**Run 1: wire density map**

The bar under the picture is 20 um long. The die is cut into 22 by 22 equal tiles; dark blue is low, red is high, scaled to the fullest tile. Values are wire area over tile area, all layers added.
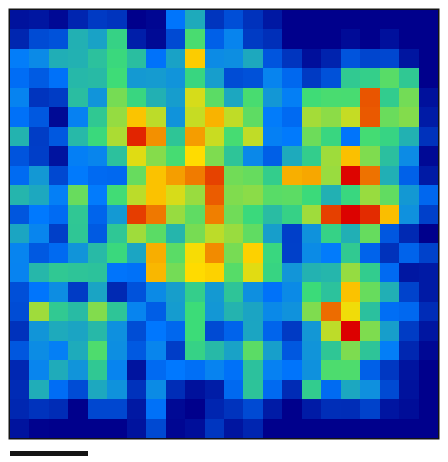
**Run 1: cells coloured by class**

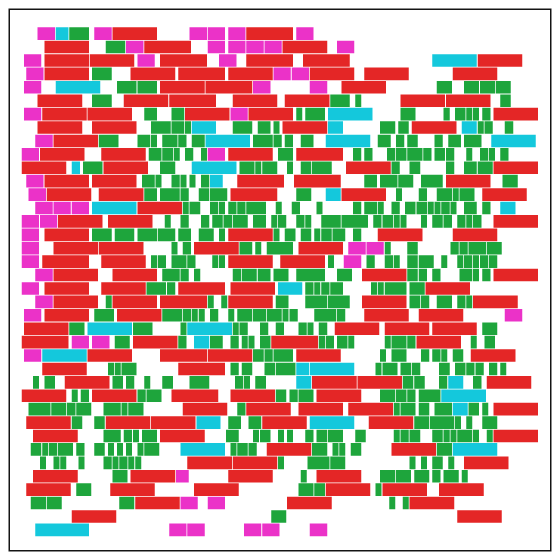
**Run 1: sequential cells coloured by netlist name**

The bar under the picture is 20 um long.
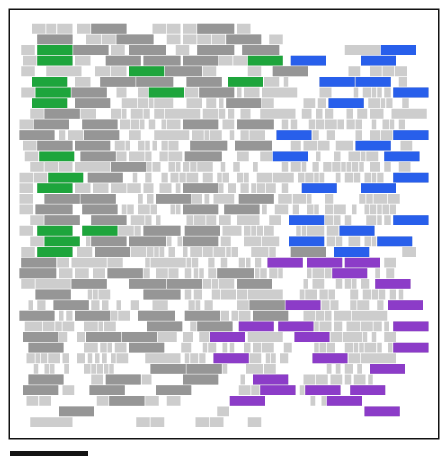
## src/rtl/disp_scheduler.sv

```systemverilog
// Display scheduler for the two 2-digit 7-segment displays.
// Picks the displayed word (blank / OTP / user entry / status message / lock),
// arbitrates status events by priority, times messages and user idle, and
// time-multiplexes the 4 nibbles onto bcd1/bcd2/an with registered outputs.
module disp_scheduler #(
   parameter int SCAN_DIV  = 50000,
   parameter int MSG_CYC   = 2000000,
   parameter int USER_IDLE = 8000000
) (
   input  logic        clk,
   input  logic        rst,
   input  logic        otp_vld,
   input  logic        key_evt,
   input  logic        unlock,
   input  logic        lock,
   input  logic        expire,
   input  logic [1:0]  wrng_att,
   input  logic [15:0] lfsr_otp,
   input  logic [15:0] user_otp,
   output logic [3:0]  bcd1,
   output logic [3:0]  bcd2,
   output logic [1:0]  an,
   output logic        shft,
   output logic [2:0]  mode
);

   localparam int SCAN_W = (SCAN_DIV  > 1) ? $clog2(SCAN_DIV)  : 1;
   localparam int MSG_W  = (MSG_CYC   > 1) ? $clog2(MSG_CYC)   : 1;
   localparam int IDLE_W = (USER_IDLE > 1) ? $clog2(USER_IDLE) : 1;

   localparam logic [15:0] W_BLANK = 16'hFFFF;
   localparam logic [15:0] W_LOCK  = 16'h405A;
   localparam logic [15:0] W_OPEN  = 16'h0768;
   localparam logic [15:0] W_EXP   = 16'h67FF;

   typedef enum logic [2:0] {
      ST_BLANK  = 3'd0,
      ST_OTP    = 3'd1,
      ST_USER   = 3'd2,
      ST_MSG    = 3'd3,
      ST_LOCKED = 3'd4
   } state_t;

   // Input sampling stage and previous-value copies for edge detection
   logic        otp_vld_q, key_q, unlock_q, lock_q, expire_q;
   logic [1:0]  wrng_q;
   logic [15:0] lfsr_q, user_q;
   logic        unlock_p_q, lock_p_q, expire_p_q;
   logic [1:0]  wrng_p_q;

   // Scheduler state
   state_t      state_q, state_d;
   logic [15:0] otp_reg_q, otp_reg_d;
   logic        have_q, have_d;
   logic [15:0] msg_reg_q, msg_reg_d;
   logic [1:0]  msg_prio_q, msg_prio_d;
   logic [MSG_W-1:0]  msg_tmr_q, msg_tmr_d;
   logic [IDLE_W-1:0] idle_q, idle_d;

   // Scan and output registers
   logic [SCAN_W-1:0] scan_q;
   logic              slot_q;
   logic [3:0]        bcd1_q, bcd2_q;
   logic [1:0]        an_q;
   logic              shft_q;

   // Event detection / arbitration
   logic        exp_ev, lock_ev, unl_ev, wrg_ev;
   logic        ev_vld;
   logic [1:0]  ev_prio;
   logic [15:0] ev_word;

   // Output word selection
   logic [15:0] word_c;
   logic        shft_c;

   // Register the raw inputs; previous copies reset to 0 so a level already
   // high after reset release is seen as a rising edge.
   always_ff @(posedge clk or posedge rst) begin
      if (rst) begin
         otp_vld_q  <= 1'b0;
         key_q      <= 1'b0;
         unlock_q   <= 1'b0;
         lock_q     <= 1'b0;
         expire_q   <= 1'b0;
         wrng_q     <= 2'd0;
         lfsr_q     <= 16'd0;
         user_q     <= 16'd0;
         unlock_p_q <= 1'b0;
         lock_p_q   <= 1'b0;
         expire_p_q <= 1'b0;
         wrng_p_q   <= 2'd0;
      end else begin
         otp_vld_q  <= otp_vld;
         key_q      <= key_evt;
         unlock_q   <= unlock;
         lock_q     <= lock;
         expire_q   <= expire;
         wrng_q     <= wrng_att;
         lfsr_q     <= lfsr_otp;
         user_q     <= user_otp;
         unlock_p_q <= unlock_q;
         lock_p_q   <= lock_q;
         expire_p_q <= expire_q;
         wrng_p_q   <= wrng_q;
      end
   end

   // Edge detection and fixed-priority pick: expire > lock > unlock > wrong
   always_comb begin
      exp_ev  = expire_q & ~expire_p_q;
      lock_ev = lock_q & ~lock_p_q;
      unl_ev  = unlock_q & ~unlock_p_q;
      wrg_ev  = (wrng_q != wrng_p_q) && (wrng_q != 2'd0);
      ev_vld  = 1'b1;
      ev_prio = 2'd0;
      ev_word = W_BLANK;
      if (exp_ev) begin
         ev_prio = 2'd3;
         ev_word = W_EXP;
      end else if (lock_ev) begin
         ev_prio = 2'd2;
         ev_word = W_LOCK;
      end else if (unl_ev) begin
         ev_prio = 2'd1;
         ev_word = W_OPEN;
      end else if (wrg_ev) begin
         ev_prio = 2'd0;
         ev_word = {12'h699, 2'b00, wrng_q};
      end else begin
         ev_vld  = 1'b0;
      end
   end

   // State register plus the timers and latched words that travel with it
   always_ff @(posedge clk or posedge rst) begin
      if (rst) begin
         state_q    <= ST_BLANK;
         otp_reg_q  <= 16'd0;
         have_q     <= 1'b0;
         msg_reg_q  <= W_BLANK;
         msg_prio_q <= 2'd0;
         msg_tmr_q  <= '0;
         idle_q     <= '0;
      end else begin
         state_q    <= state_d;
         otp_reg_q  <= otp_reg_d;
         have_q     <= have_d;
         msg_reg_q  <= msg_reg_d;
         msg_prio_q <= msg_prio_d;
         msg_tmr_q  <= msg_tmr_d;
         idle_q     <= idle_d;
      end
   end

   // Next-state logic; a status event always wins the state change, while an
   // OTP arriving in the same cycle is still latched.
   always_comb begin
      state_d    = state_q;
      msg_reg_d  = msg_reg_q;
      msg_prio_d = msg_prio_q;
      msg_tmr_d  = msg_tmr_q;
      idle_d     = '0;
      otp_reg_d  = otp_vld_q ? lfsr_q : otp_reg_q;
      have_d     = exp_ev ? 1'b0 : (otp_vld_q ? 1'b1 : have_q);
      case (state_q)
         ST_BLANK, ST_OTP, ST_USER: begin
            if (ev_vld) begin
               state_d    = ST_MSG;
               msg_reg_d  = ev_word;
               msg_prio_d = ev_prio;
               msg_tmr_d  = '0;
            end else if (otp_vld_q) begin
               state_d = ST_OTP;
            end else if (key_q) begin
               state_d = ST_USER;
            end else if (state_q == ST_USER) begin
               if (idle_q == IDLE_W'(USER_IDLE - 1))
                  state_d = have_d ? ST_OTP : ST_BLANK;
               else
                  idle_d = idle_q + IDLE_W'(1);
            end
         end
         ST_MSG: begin
            if (ev_vld && (ev_prio >= msg_prio_q)) begin
               msg_reg_d  = ev_word;
               msg_prio_d = ev_prio;
               msg_tmr_d  = '0;
            end else if (msg_tmr_q == MSG_W'(MSG_CYC - 1)) begin
               if (lock_q)
                  state_d = ST_LOCKED;
               else
                  state_d = have_d ? ST_OTP : ST_BLANK;
            end else begin
               msg_tmr_d = msg_tmr_q + MSG_W'(1);
            end
         end
         ST_LOCKED: begin
            if (ev_vld) begin
               state_d    = ST_MSG;
               msg_reg_d  = ev_word;
               msg_prio_d = ev_prio;
               msg_tmr_d  = '0;
            end else if (!lock_q) begin
               state_d = have_d ? ST_OTP : ST_BLANK;
            end
         end
         default: state_d = ST_BLANK;
      endcase
   end

   // Output decode: displayed word and char/hex mode for the current state
   always_comb begin
      word_c = W_BLANK;
      shft_c = 1'b1;
      case (state_q)
         ST_OTP:    begin word_c = otp_reg_q; shft_c = 1'b0; end
         ST_USER:   begin word_c = user_q;    shft_c = 1'b0; end
         ST_MSG:    begin word_c = msg_reg_q; shft_c = 1'b1; end
         ST_LOCKED: begin word_c = W_LOCK;    shft_c = 1'b1; end
         default:   begin word_c = W_BLANK;   shft_c = 1'b1; end
      endcase
   end

   // Free-running scan counter; slot toggles on each wrap, independent of state
   always_ff @(posedge clk or posedge rst) begin
      if (rst) begin
         scan_q <= '0;
         slot_q <= 1'b0;
      end else if (scan_q == SCAN_W'(SCAN_DIV - 1)) begin
         scan_q <= '0;
         slot_q <= ~slot_q;
      end else begin
         scan_q <= scan_q + SCAN_W'(1);
      end
   end

   // All display outputs registered together so they never show a mixed pair
   always_ff @(posedge clk or posedge rst) begin
      if (rst) begin
         an_q   <= 2'b10;
         bcd1_q <= 4'hF;
         bcd2_q <= 4'hF;
         shft_q <= 1'b1;
      end else begin
         an_q   <= slot_q ? 2'b01 : 2'b10;
         bcd1_q <= slot_q ? word_c[11:8] : word_c[15:12];
         bcd2_q <= slot_q ? word_c[3:0]  : word_c[7:4];
         shft_q <= shft_c;
      end
   end

   assign an   = an_q;
   assign bcd1 = bcd1_q;
   assign bcd2 = bcd2_q;
   assign shft = shft_q;
   assign mode = state_q;

endmodule

```

## config.mk

```make
export PLATFORM = sky130hd
export DESIGN_NAME = disp_scheduler
export DESIGN_NICKNAME = d
export VERILOG_FILES = /design/src/rtl/disp_scheduler.sv
export SDC_FILE = /design/constraint.sdc
export NUM_CORES = 1
export LEC_CHECK = 0
export CAP_MARGIN = 30
export CORE_MARGIN = 2
export CORE_UTILIZATION = 58
export CTS_BUF_LIST = sky130_fd_sc_hd__clkbuf_4 sky130_fd_sc_hd__clkbuf_8 sky130_fd_sc_hd__clkbuf_16
export DETAILED_ROUTE_END_ITERATION = 12
export GPL_ROUTABILITY_DRIVEN = 1
export PLACE_DENSITY = 0.82
export SETUP_SLACK_MARGIN = 0.2
export SYNTH_ARGS = -nofsm -noshare
export SYNTH_HDL_FRONTEND = slang
export SYNTH_SLANG_ARGS = --single-unit
```

## constraint.sdc

```tcl
create_clock -name clk -period 7.05 [get_ports clk]
set_input_delay 1.41 -clock clk [delete_from_list [all_inputs] [get_ports clk]]
set_output_delay 1.41 -clock clk [all_outputs]
set_load 0.05 [all_outputs]
```

==> reports/results.tsv, run 1 <==
metric	value	unit
CP required	5.64	ns
Cell Type Count	62	
CP delay by family, top	buffers and inverters	
most used logic cell in the final layout	dfrtp_1	
H-tree lvl count	4	
worst setup margin	3.25	ns
synthesis area per yosys	6460	um2
FILL cells	779	
XORs/XNORs by Area	4.48	%
arrival time worst endpoint	2.39	ns
status	completed	
Max-slew headroom	31.2	%
LEAKAGE	3.26	nW
Critical path origin	mode[2]$_DFFE_PP0P_	
Final Skew	0.0121	ns
Comb gates	400	
TritonRoute pass-1 iters	5	
setup tns final	0	ns
clk pwr	0.858	mW
P_int	1.78	mW
Slowest-stage cell, CP	clkdlybuf4s50_1	
crit end category	primary output	
number of signal-net buffers in the layout	55	
Chip Width	110	um
wl on met1	5690	um
first-pass GRT wire length	22300	um
P_comb	0.787	mW
Least-Margin Pin Slew	1.03	ns
number of global-route vias before repair	4680	
Via density	5.92	
ys flops	148	
crit path kind	flop to primary output	
Hold Buf Count CTS	0	
Well Taps	140	
Routed Antenna Nets	0	
busiest grt layer	met2	
startpoint type of the worst setup path	flop	
final tally of max-slew violations	0	
most frequent cells in the layout	128 x dfrtp_1, 61 x nor2_1, 54 x clkdlybuf4s50_1	
unrepaired setup endpoints after global routing	false	
Leading cell kind	flip-flops and latches	
max incr delay on CP	0.99	ns
critical path cell sequence	clkdlybuf4s50_1	
Top reg by flops	idle_q	
root buffer cell	clkbuf_8	
Worst Path Max Fanout	27	
post-synthesis net count	633	
Main synth FF type	dfrtp_1	
Final Power	2.73	mW
core box area	10800	um2
initial detailed-routing violation count	443	
largest net degree at the start of global routing	97	
placed cells	760	
Init Core Util	59.6	%
M3 GR Usage	6.16	%
clk sinks	148	
Pwr per Cell Area	356	nW/um2
CTS tree	done	
WL met2	6780	um
Comb area	2570	um2
DP Area	7090	um2
Design Area, Final	7660	um2
clk latency late pin	0.54	ns
final non-filler cell total	792	
max_cap viols	0	
peak supply drop	0.000223	V
Yosys top cell by instances	dfrtp_1	
Synth top cells by count	128 x dfrtp_1, 61 x nor2_1, 42 x nand2_1	
minimum clock period	3.80	ns
buffering overhead	7.15	%
Hold Crit Start	expire_q$_DFF_PP0_	
worst setup path endpoint	mode[2]	
max reg flops	23	
uppermost layer routed	met4	
post-synthesis compound-gate area fraction	12.4	%
clock power share	31.4	%
worst r2r src	lock_q$_DFF_PP0_	
registers	148	
hold path depth	0	
Worst-path clk slew	0.06	ns
Post-CTS Resized	0	
nets	685	
Die ar.	12000	um2
Hold Path Class	flop to flop	
synthesized area	6460	um2
share of cells above drive strength 1	14.6	%
fraction of area in multi-input gates	33.6	%
WP depth	1	
die height	110	um
gp weighted congestion	0.829	
final setup violation count	0	
Mapped Cells	587	
fin crit share	53.9	%
setup slack at placement	3.77	ns
Final Hold Viols	0	
post-DP HPWL	8830	um
grt ovf	0	
Basic Gates by Area	17.2	%
met1 Resource Use GR	31.5	%
Top cells by area	dfrtp_1 50%, dfstp_2 8.1%, mux2_2 4.5%	
Yosys warning count	0	
Adder Area Share	0.969	%
## Picture notes: 'wire density map'
mean over tiles: 0.17
nearly empty tiles: 9.1%
tiles over half the peak: 24%
fullest tile: 0.52
WL/cell: 16.8 um
final wirelength: 13300 um
Total Routing Usage GR: 24.4%
via count: 4692

## Picture notes: 'cells coloured by class'
legend:
  clock drivers and dummy loads:
    colour: cyan
    cells: 32
  other buffers and delay cells:
    colour: magenta
    cells: 55
  flip-flops:
    colour: red
    cells: 148
  all other logic:
    colour: green
    cells: 417
fin util: 70.7%
row count: 38

## Picture notes: 'sequential cells coloured by netlist name'
legend:
  msg_tmr_q:
    colour: blue
    sequential_cells: 21
  idle_q:
    colour: purple
    sequential_cells: 23
  lfsr_q:
    colour: green
    sequential_cells: 16
sequential power: 1.08 mW
Seq area share: 48.7%
FF+latch area: 3730 um2

==> run 1 -> run 2 <==
Settings changed: CORE_UTILIZATION 58 to 52, PLACE_DENSITY 0.82 to 0.78.
Clock period 7.05 ns to 3.04 ns, I/O delays scaled along.
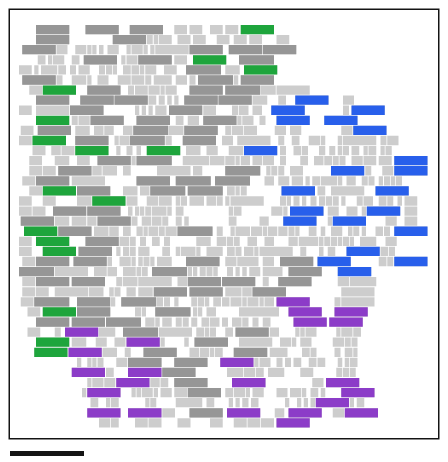
**Above:** run 2 (sequential cells coloured by netlist name).
The bar under the picture is 20 um long.
legend:
  idle_q:
    colour: purple
    sequential_cells: 23
  lfsr_q:
    colour: green
    sequential_cells: 16
  msg_tmr_q:
    colour: blue
    sequential_cells: 21
not coloured: 88
Seq area share: 47.6%
fin util: 65.0%
sequential power: 2.48 mW

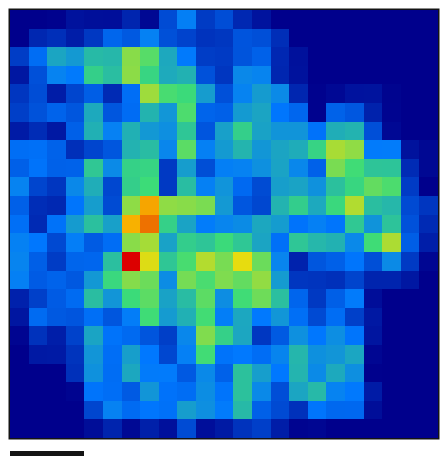
**Above:** run 2 (wire density map).
The bar under the picture is 20 um long. The die is cut into 23 by 23 equal tiles; dark blue is low, red is high, scaled to the fullest tile. Values are wire area over tile area, all layers added.
densest ninth of the die: middle
fullest tile: 0.75
emptiest ninth of the die: top right
nearly empty tiles: 19%
WL/cell: 17.1 um
final wirelength: 14300 um
Total Routing Usage GR: 23.7%
via count: 4832

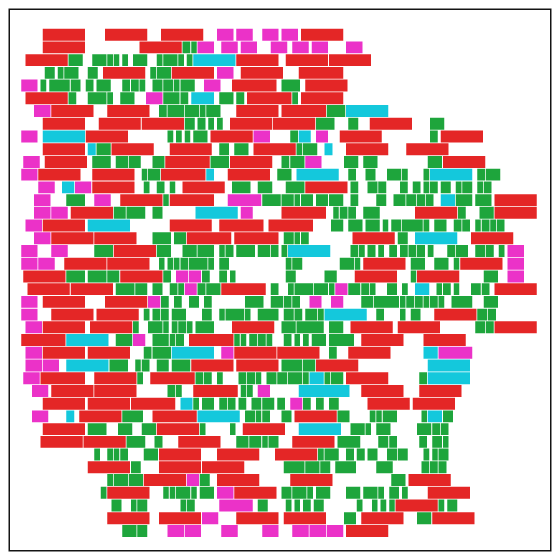
**Above:** run 2 (cells coloured by class).
legend:
  other buffers and delay cells:
    colour: magenta
    cells: 71
  all other logic:
    colour: green
    cells: 417
  clock drivers and dummy loads:
    colour: cyan
    cells: 31
  flip-flops:
    colour: red
    cells: 148
core box area: 12100 um2
Design Area, Final: 7840 um2

==> reports/results.tsv, run 2 <==
metric	value	unit
max reg flops	23	
P_int	4.21	mW
status	completed	
uppermost layer routed	met4	
first-pass GRT wire length	24100	um
crit end category	primary output	
CP required	2.43	ns
initial detailed-routing violation count	411	
gp weighted congestion	0.886	
Well Taps	168	
share of cells above drive strength 1	16.5	%
final tally of max-slew violations	0	
final non-filler cell total	835	
unrepaired setup endpoints after global routing	false	
Synth top cells by count	128 x dfrtp_1, 61 x nor2_1, 42 x nand2_1	
grt ovf	0	
met1 Resource Use GR	30.7	%
CP delay by family, top	buffers and inverters	
Basic Gates by Area	17.2	%
ys flops	148	
H-tree lvl count	4	
post-synthesis compound-gate area fraction	12.4	%
most used logic cell in the final layout	dfrtp_1	
post-DP HPWL	9720	um
Critical path origin	mode[0]$_DFFE_PP0P_	
fin crit share	88.2	%
FF+latch area	3730	um2
die height	115	um
clk latency late pin	0.42	ns
Routed Antenna Nets	0	
clk sinks	148	
Mapped Cells	587	
Worst-path clk slew	0.06	ns
WL met2	7170	um
Max-slew headroom	35.3	%
startpoint type of the worst setup path	flop	
registers	148	
setup tns final	0	ns
hold path depth	0	
busiest grt layer	met2	
Slowest-stage cell, CP	clkdlybuf4s50_1	
Yosys top cell by instances	dfrtp_1	
Final Hold Viols	0	
final setup violation count	0	
clock power share	30.3	%
Least-Margin Pin Slew	0.970	ns
synthesis area per yosys	6460	um2
crit path kind	flop to primary output	
Main synth FF type	dfrtp_1	
fraction of area in multi-input gates	32.8	%
number of signal-net buffers in the layout	71	
CTS tree	done	
Leading cell kind	flip-flops and latches	
placed cells	804	
clk pwr	1.95	mW
Post-CTS Resized	0	
Adder Area Share	0.969	%
Comb gates	400	
arrival time worst endpoint	2.07	ns
max_cap viols	0	
Via density	5.79	
minimum clock period	2.68	ns
Die ar.	13300	um2
root buffer cell	clkbuf_16	
wl on met1	6000	um
Final Skew	0.00927	ns
Top cells by area	dfrtp_1 50%, dfstp_2 8.1%, mux2_2 4.5%	
worst setup path endpoint	mode[0]	
Init Core Util	53.5	%
most frequent cells in the layout	128 x dfrtp_1, 61 x nor2_1, 54 x clkdlybuf4s50_1	
Pwr per Cell Area	822	nW/um2
critical path cell sequence	clkdlybuf4s50_1	
**Run 2: signal wires by layer**

The bar under the picture is 20 um long.
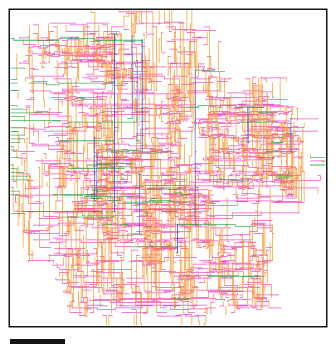

==> run 2 -> run 3 <==
Settings changed: CAP_MARGIN 30 to 15, CORE_UTILIZATION 52 to 58, PLACE_DENSITY 0.78 to 0.82.
Clock period 3.04 ns to 2.7 ns, I/O delays scaled along.
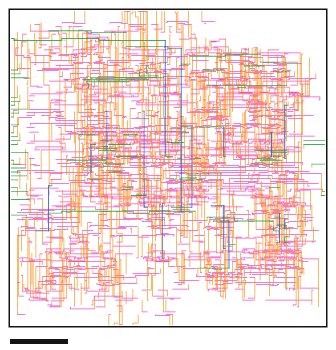
**Above:** run 3 (signal wires by layer).
The bar under the picture is 20 um long.
legend:
  met1:
    colour: magenta
    wire_length: 6000 um
  met3:
    colour: green
    wire_length: 704 um
  met2:
    colour: orange
    wire_length: 7070 um
  met4:
    colour: blue
    wire_length: 299 um
Total Routing Usage GR: 25.3%
via count: 4900

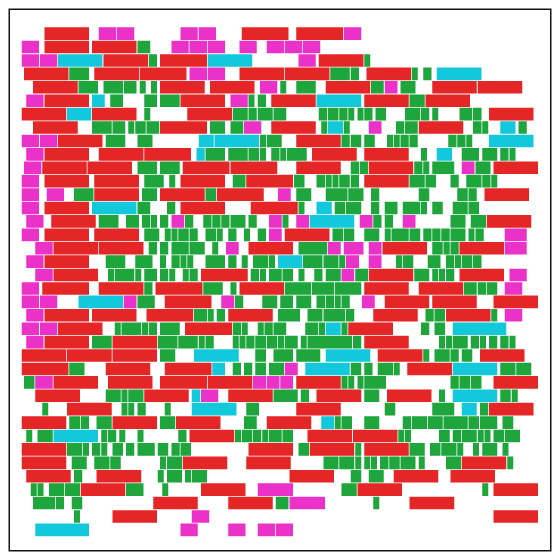
**Above:** run 3 (cells coloured by class).
legend:
  clock drivers and dummy loads:
    colour: cyan
    cells: 32
  flip-flops:
    colour: red
    cells: 148
  all other logic:
    colour: green
    cells: 417
  other buffers and delay cells:
    colour: magenta
    cells: 80
Design Area, Final: 7940 um2
Seq area share: 47.0%
fin util: 73.2%

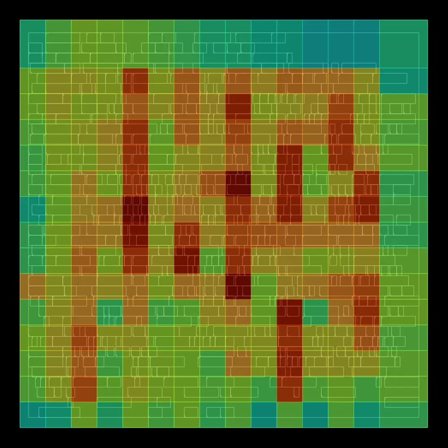
**Above:** run 3 (routing congestion map).
M3 GR Usage: 6.52%
busiest grt layer: met2

==> reports/results.tsv, run 3 <==
metric	value	unit
nonclk inv count	17	
Slowest-stage cell, CP	clkdlybuf4s50_1	
registers	148	
Max-slew headroom	54.6	%
met1 Resource Use GR	32.6	%
WL/cell	17.2	um
Comb area	2620	um2
crit path kind	flop to primary output	
row count	38	
die height	110	um
setup tns final	0	ns
worst r2r src	msg_tmr_q[0]$_DFFE_PP0P_	
Comb gates	400	
final tally of max-slew violations	0	
worst setup path endpoint	mode[2]	
yosys cell count	587	
clk sinks	148	
wl on met1	6000	um
first-pass GRT wire length	23100	um
clk cell area share	7.33	%
CTS buffer count	17	
Least-Margin Pin Slew	0.678	ns
fmax	412	MHz
setup slack at placement	0.00675	ns
P_comb	2.47	mW
worst setup margin	0.275	ns
buffering overhead	9.69	%
CP required	2.16	ns
number of global-route vias before repair	4847	
LEAKAGE	3.42	nW
unrepaired setup endpoints after global routing	false	
Mapped Cells	587	
CTS tree	done	
WL met2	7070	um
clock power share	30.7	%
Final Hold Viols	0	
fin crit share	89.8	%
number of signal-net buffers in the layout	80	
most frequent cells in the layout	128 x dfrtp_1, 60 x nor2_1, 52 x clkdlybuf4s50_1	
clk pwr	2.32	mW
FF+latch area	3730	um2
clk latency late pin	0.53	ns
critical path cell sequence	clkdlybuf4s50_1	
core box area	10800	um2
placed cells	779	
Well Taps	140	
Yosys warning count	0	
synthesized area	6460	um2
Switching Fraction	34.4	%
arrival time worst endpoint	1.89	ns
most used logic cell in the final layout	dfrtp_1	
Post-synth EDFFs	0	
Worst-path clk slew	0.07	ns
Leading cell kind	flip-flops and latches	
met3 wire length	703	um
final setup violation count	0	
Final Skew	0.00902	ns
Basic Gates by Area	17.2	%
switching power	2.59	mW
Cell Type Count	62	
share of cells above drive strength 1	19.1	%
Reg-to-Reg End	msg_tmr_q[10]$_DFFE_PP0P_	
WP depth	1	
Hold Buf Count CTS	0	
Init Core Util	59.6	%
max_cap viols	0	
Worst Path Max Fanout	6	
initial detailed-routing violation count	375	
Routed Antenna Nets	0	
fraction of area in multi-input gates	33.0	%
DP Area	7260	um2
final wirelength	14100	um
hold path depth	0	
synthesis area per yosys	6460	um2
Top cells by area	dfrtp_1 50%, dfstp_2 8.1%, mux2_2 4.5%	
Chip Width	110	um
crit end category	primary output	
Seq pwr share	36.4	%
status	completed	
Post-CTS Repair Setup Buffers	0	
largest net degree at the start of global routing	80	
ys flops	148	
Final Power	7.53	mW
Adder Area Share	0.969	%
tool warnings	26	
XORs/XNORs by Area	4.48	%
Worst Reg-to-Reg Cells	8	
Via density	6.00	
post-synthesis compound-gate area fraction	12.4	%
Hold Path Class	flop to flop	
Pwr per Cell Area	949	nW/um2
Top reg by flops	idle_q	
peak supply drop	0.000773	V
gp weighted congestion	0.859	
root buffer cell	clkbuf_8	
minimum clock period	2.43	ns
Die ar.	12000	um2
Yosys top cell by instances	dfrtp_1	
uppermost layer routed	met4	
FILL cells	711	
max reg flops	23	
Synth top cells by count	128 x dfrtp_1, 61 x nor2_1, 42 x nand2_1	
max incr delay on CP	0.86	ns
Main synth FF type	dfrtp_1	
P_int	4.94	mW
Post-CTS Resized	3	
sequential power	2.74	mW
post-DP HPWL	9080	um
grt ovf	0	
Critical path origin	mode[2]$_DFFE_PP0P_	
post-synthesis net count	633	
final non-filler cell total	817	
Hold Crit Start	expire_q$_DFF_PP0_	
startpoint type of the worst setup path	flop	
CP delay by family, top	buffers and inverters	
nets	710	
TritonRoute pass-1 iters	5	
H-tree lvl count	4	
Power figures rest on the tool's default switching activity, not on a simulated workload.
